--- src/rtl/spi_ram_pkg.sv ---
// spi_ram_pkg: command and FSM state encodings shared by the SPI RAM burst block
package spi_ram_pkg;
  typedef enum logic [1:0] {WR_ADDR = 2'b00, WR_DATA = 2'b01, RD_ADDR = 2'b10, RD_DATA = 2'b11} cmd_t;
  typedef enum logic [1:0] {IDLE = 2'b00, READ = 2'b01, HOLD = 2'b10} state_t;
endpackage

--- src/rtl/spi_ram_mem.sv ---
// spi_ram_mem: synchronous single-port word array with an optional output register
module spi_ram_mem #(
  parameter int DATA_W = 8,
  parameter int MEM_DEPTH = 256,
  parameter int ADDR_W = 8,
  parameter int RD_LAT = 1
) (
  input  logic              clk,
  input  logic              we,
  input  logic              re,
  input  logic [ADDR_W-1:0] addr,
  input  logic [DATA_W-1:0] wdata,
  output logic [DATA_W-1:0] rdata
);
  logic [DATA_W-1:0] mem [MEM_DEPTH];
  logic [DATA_W-1:0] q;
  always_ff @(posedge clk) begin
    if (we) mem[addr] <= wdata;
    if (re) q <= mem[addr];
  end
  // q only changes on a read, so the free-running second stage also holds its value
  if (RD_LAT == 2) begin : g_oreg
    logic [DATA_W-1:0] r;
    always_ff @(posedge clk) r <= q;
    assign rdata = r;
  end else begin : g_noreg
    assign rdata = q;
  end
endmodule

--- src/rtl/spi_ram_burst.sv ---
// spi_ram_burst: command-driven RAM with pointer registers, burst auto-increment and held read data
module spi_ram_burst
  import spi_ram_pkg::*;
#(
  parameter int DATA_W = 8,
  parameter int MEM_DEPTH = 256,
  parameter int RD_LAT = 1,
  parameter int AUTO_INC = 1
) (
  input  logic              clk,
  input  logic              rst_n,
  input  logic              rx_valid,
  input  logic [DATA_W+1:0] din,
  input  logic              tx_ack,
  output logic [DATA_W-1:0] dout,
  output logic              tx_valid,
  output logic              busy,
  output logic              drop_err
);
  localparam int ADDR_W = $clog2(MEM_DEPTH);
  localparam logic [ADDR_W-1:0] LAST = ADDR_W'(MEM_DEPTH - 1);
  state_t state, state_n;
  cmd_t cmd;
  logic acc, seen;
  logic [ADDR_W-1:0] wp, rp;
  logic [DATA_W-1:0] rdata;
  assign cmd = cmd_t'(din[DATA_W+1:DATA_W]);
  assign acc = rx_valid && state == IDLE;
  assign busy = state != IDLE;
  assign tx_valid = state == HOLD;
  // dout reads zero after reset until the first read completes
  assign dout = seen ? rdata : '0;
  always_comb begin
    state_n = state == IDLE ? (acc && cmd == RD_DATA ? (RD_LAT == 1 ? HOLD : READ) : IDLE)
            : state == READ ? HOLD
            : tx_ack ? IDLE : HOLD;
  end
  always_ff @(posedge clk or negedge rst_n) begin
    if (!rst_n) begin
      state <= IDLE;
      wp <= '0;
      rp <= '0;
      seen <= 1'b0;
      drop_err <= 1'b0;
    end else begin
      state <= state_n;
      seen <= seen | (state_n == HOLD);
      drop_err <= drop_err | (rx_valid && busy);
      if (acc && cmd == WR_ADDR) wp <= din[ADDR_W-1:0];
      else if (acc && cmd == WR_DATA && AUTO_INC != 0) wp <= wp == LAST ? '0 : wp + ADDR_W'(1);
      if (acc && cmd == RD_ADDR) rp <= din[ADDR_W-1:0];
      else if (acc && cmd == RD_DATA && AUTO_INC != 0) rp <= rp == LAST ? '0 : rp + ADDR_W'(1);
    end
  end
  spi_ram_mem #(.DATA_W(DATA_W), .MEM_DEPTH(MEM_DEPTH), .ADDR_W(ADDR_W), .RD_LAT(RD_LAT)) u_mem (
    .clk(clk),
    .we(acc && cmd == WR_DATA),
    .re(acc && cmd == RD_DATA),
    .addr(cmd == WR_DATA ? wp : rp),
    .wdata(din[DATA_W-1:0]),
    .rdata(rdata)
  );
endmodule

--- config.mk ---
export PLATFORM = sky130hd
export DESIGN_NAME = spi_ram_burst
export DESIGN_NICKNAME = d
export VERILOG_FILES = /design/src/rtl/spi_ram_pkg.sv /design/src/rtl/spi_ram_mem.sv /design/src/rtl/spi_ram_burst.sv
export SDC_FILE = /design/constraint.sdc
export NUM_CORES = 2
export LEC_CHECK = 0
export ABC_AREA = 0
export CAP_MARGIN = 20
export CORE_ASPECT_RATIO = 1.75
export CORE_MARGIN = 5
export CORE_UTILIZATION = 60
export DETAILED_ROUTE_END_ITERATION = 10
export GPL_ROUTABILITY_DRIVEN = 0
export PLACE_DENSITY_LB_ADDON = 0.15
export SLEW_MARGIN = 20
export SYNTH_ARGS = -nofsm -noshare
export SYNTH_HDL_FRONTEND = slang
export SYNTH_HIERARCHICAL = 1
export SYNTH_SLANG_ARGS = --single-unit
--- constraint.sdc ---
create_clock -name clk -period 3.6 [get_ports clk]
set_input_delay 0.72 -clock clk [delete_from_list [all_inputs] [get_ports clk]]
set_output_delay 0.72 -clock clk [all_outputs]
set_load 0.01 [all_outputs]
Met4 routing:
Supply wires on this layer in gray. Cells faint in the background.
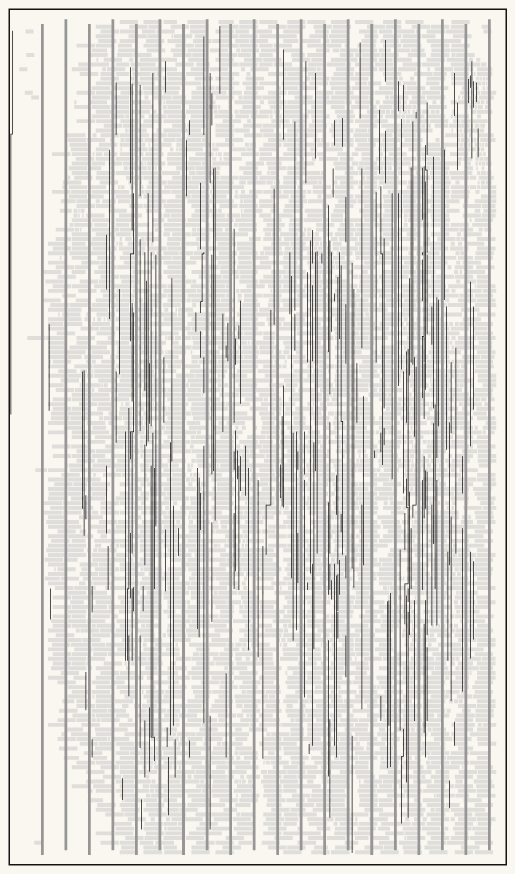
nets with wire on the layer = 182
share of all routed wire = 7.5%
longest straight run = 203 um
wire length on this layer = 15600 um

Placement view:
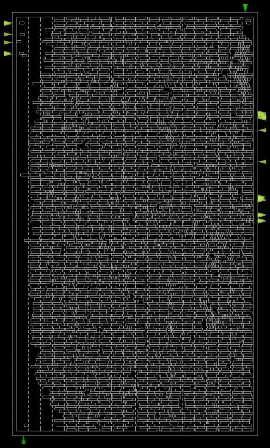
n_taps: 1700
Filler cells: 7606
fin util: 0.712

M3 wires:
Bar = 100 um.
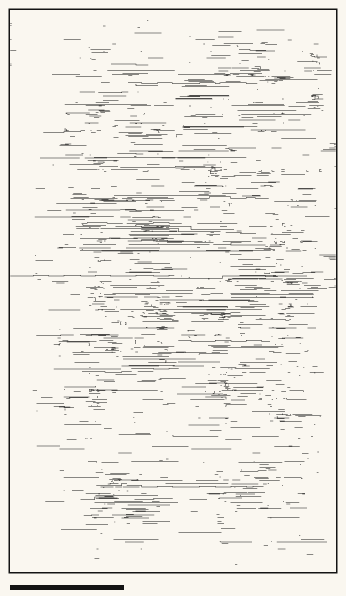
share of all routed wire = 7.0%
wire length on this layer = 14600 um
nets with wire on the layer = 593

how the worst min path moves through the flow:
| stage | startpoint | end | slack, ns | cells past startpoint |
|---|---|---|---|---|
| finish | din[8] | wp[6] | 0.44 | 3 |
| global route | din[8] | rp[2] | 0.44 | 3 |
| CTS | rst_n | drop_err | 0.43 | 1 |
| detailed placement | drop_err | drop_err | 0.48 | 1 |
| global placement | drop_err | drop_err | 0.45 | 1 |
| floorplan | rst_n | drop_err | 0.42 | 0 |
synth_stat cells, types with 17 or more instances:
| master | instances |
|---|---|
| clkbuf_1 | 150 |
| o41ai_1 | 32 |
| mux4_2 | 512 |
| buf_2 | 37 |
| nor3_1 | 31 |
| nor2_1 | 237 |
| buf_1 | 19 |
| a21oi_1 | 138 |
| edfxtp_1 | 2056 |
| buf_4 | 17 |
| dfrtp_1 | 19 |
| nand2_1 | 38 |
| a22oi_1 | 260 |
| nand3_1 | 23 |
per-layer routing:
metal	GRT usage	routed length, um	up-vias
met4	0.180	15600	0
met2	0.513	109000	2067
li1	-	-	16600
met3	0.0468	14600	547
met1	0.361	68900	21600
met5	0	0	-
sequential cells by signal (all words and copies together), names as in the netlist:
register,count
seen,1
rp,8
u_mem/mem,2048
u_mem/rdata,8
drop_err,1
wp,8
state,1
per-stage QoR:
| stage | utilization | setup TNS (ns) | setup slack, ns |
|---|---|---|---|
| after global routing | 0.712 | -0.0316 | -0.0156 |
| after global placement | 0.661 | -801.74 | -1.58 |
| final | 0.712 | -0.0261 | -0.0261 |
| after detailed placement | 0.661 | -755.21 | -1.53 |
| after CTS | 0.711 | 0 | 0.00229 |
| after floorplan | - | -9.64 | -0.0717 |
worst reg2reg max path, delay by kind of cell, from the launching register on:
| kind | cells | cell delay [ns] |
|---|---|---|
| buf+inv | 3 | 0.73 |
| compound gates | 3 | 1.03 |
| flops | 1 | 0.44 |
| mux | 2 | 0.92 |
| simple gates | 1 | 0.08 |
logic make-up after synthesis:
logic type	Yosys count
simple gates	387
compound gates	461
fa+ha+maj	2
buf+inv	245
flops	2075
mux	520
area by class of cell:
class / instances / area [sq um] / share of cell area
Timing Repair Buffer: 571 / 6110 / 0.0647
Clock inverter: 121 / 1360 / 0.0144
Clock buffer: 203 / 4610 / 0.0488
Tap cell: 1700 / 2130 / 0.0225
Sequential cell: 2075 / 62200 / 0.659
Antenna cell: 4 / 10.0 / 0.000106
Inverter: 5 / 18.8 / 0.000199
Multi-Input combinational cell: 1370 / 18000 / 0.190
what timing repair did:
item	4_1_cts	5_1_grt
pin swaps	11	5
gates cloned	4	2
gates resized	53	23
setup endpoints to repair	8	8
setup buffers	12	0
power by group:
part / internal, mW / switching, mW / leakage [nW]
Sequential: 26.6 / 0.0934 / 18.7
Combinational: 5.03 / 6.41 / 8.22
Clock: 11.2 / 8.48 / 2.89
Total: 42.9 / 15.0 / 29.8
==> notes.md <==
yosys + openroad results -> Fin Hold WS=roughly 0.44 ns, status=complete, but fails checks, max cap viols=0, max_slew headroom=0.351, critical path depth=11, Reg-to-Reg Start=rp[0], Detailed Place HPWL=133 mm, Top cells by area=edfxtp_1 77%, mux4_2 14%, a22oi_1 2.4%, share of cells above drive strength 1=0.360, cell count after synthesis=3690, failing checks=negative setup slack, yosys stat chip area=approximately 80000 sq um, Synth Cell Area=79800 sq um, CP Max Fanout=19, CTS tree=yes, nets@finish=around 4200, total power=roughly 58 mW, Via density=between 6 and 7, Buf/Inv on CP=4, # H-tree levels=4, cycle use final=1.01, Slew @ Worst Pin=0.970 ns, Flops after synth=2075, vias in the first global route=42900, crit path kind=primary input to register, placed cells=between 5000 and 6000, first-pass GRT wire length=301 mm, max incr delay on CP=0.55 ns, crit start category=primary input, worst hold-check path type=primary input to register, Cell Pwr Density=between 600 and 700 nW/um^2, antenna violation net count after detailed routing=0, cell count in the Yosys report=approximately 3700, family with the most delay on the worst path=buffers and inverters, register share after synthesis=0.780, initial antenna violation count=6, R2R depth=9, overall die width=roughly 290 um, Post-synth ARST share=0.00916, First-pass DRT Iterations=6, Final Hold Fails=0, EDFF count, synth=2056, Highest Clock Rate=around 0.28 GHz, Post-Synth Simple-Gate Area=0.0211, yosys warns=6, final setup vio count=1, Top cell excl fill/tap=edfxtp_1, core area=133000 sq um, Finished Cell Area=94400 sq um, num ports=25, hold buffers post-CTS=0, aoi share=0.0391, drt drc=0, Post-Route WL=about 210 mm, tool warning count=around 40, XOR/XNOR Fraction of Synth Area=0, die area=around 140000 sq um, WP data arrival=a little over 4 ns, clk_lat worst skew=0.80 ns, largest net degree at the start of global routing=around 110, Worst R2R End=u_mem/rdata[2], Total GRT Usage=0.299, Worst Skew=0.0314 ns, slowest library cell on the worst path=mux4_2, Clock Path Buffers=3, DR vias=40800, clock transition at the registers of the reported paths=~0.07 ns, area grow syn2layout=18.3%, site row count=approximately 180, most frequent cells in the layout=2056 x edfxtp_1, 512 x mux4_2, 408 x buf_4, clock sink count=2075, port bufs=24, CP dominant cell by count=buf_4, Leak=around 30 nW, area fraction in full adders, half adders and majority gates=0.000314, final worst slack=-0.0261 ns, Synth top area share=0.774, MUX area fraction=0.146, RSZ-0062 raised after global routing=true, worst setup path startpoint=din[9], Worst Path Required=around 4.1 ns
No activity file was given, so power comes from the tool's default toggle rates.
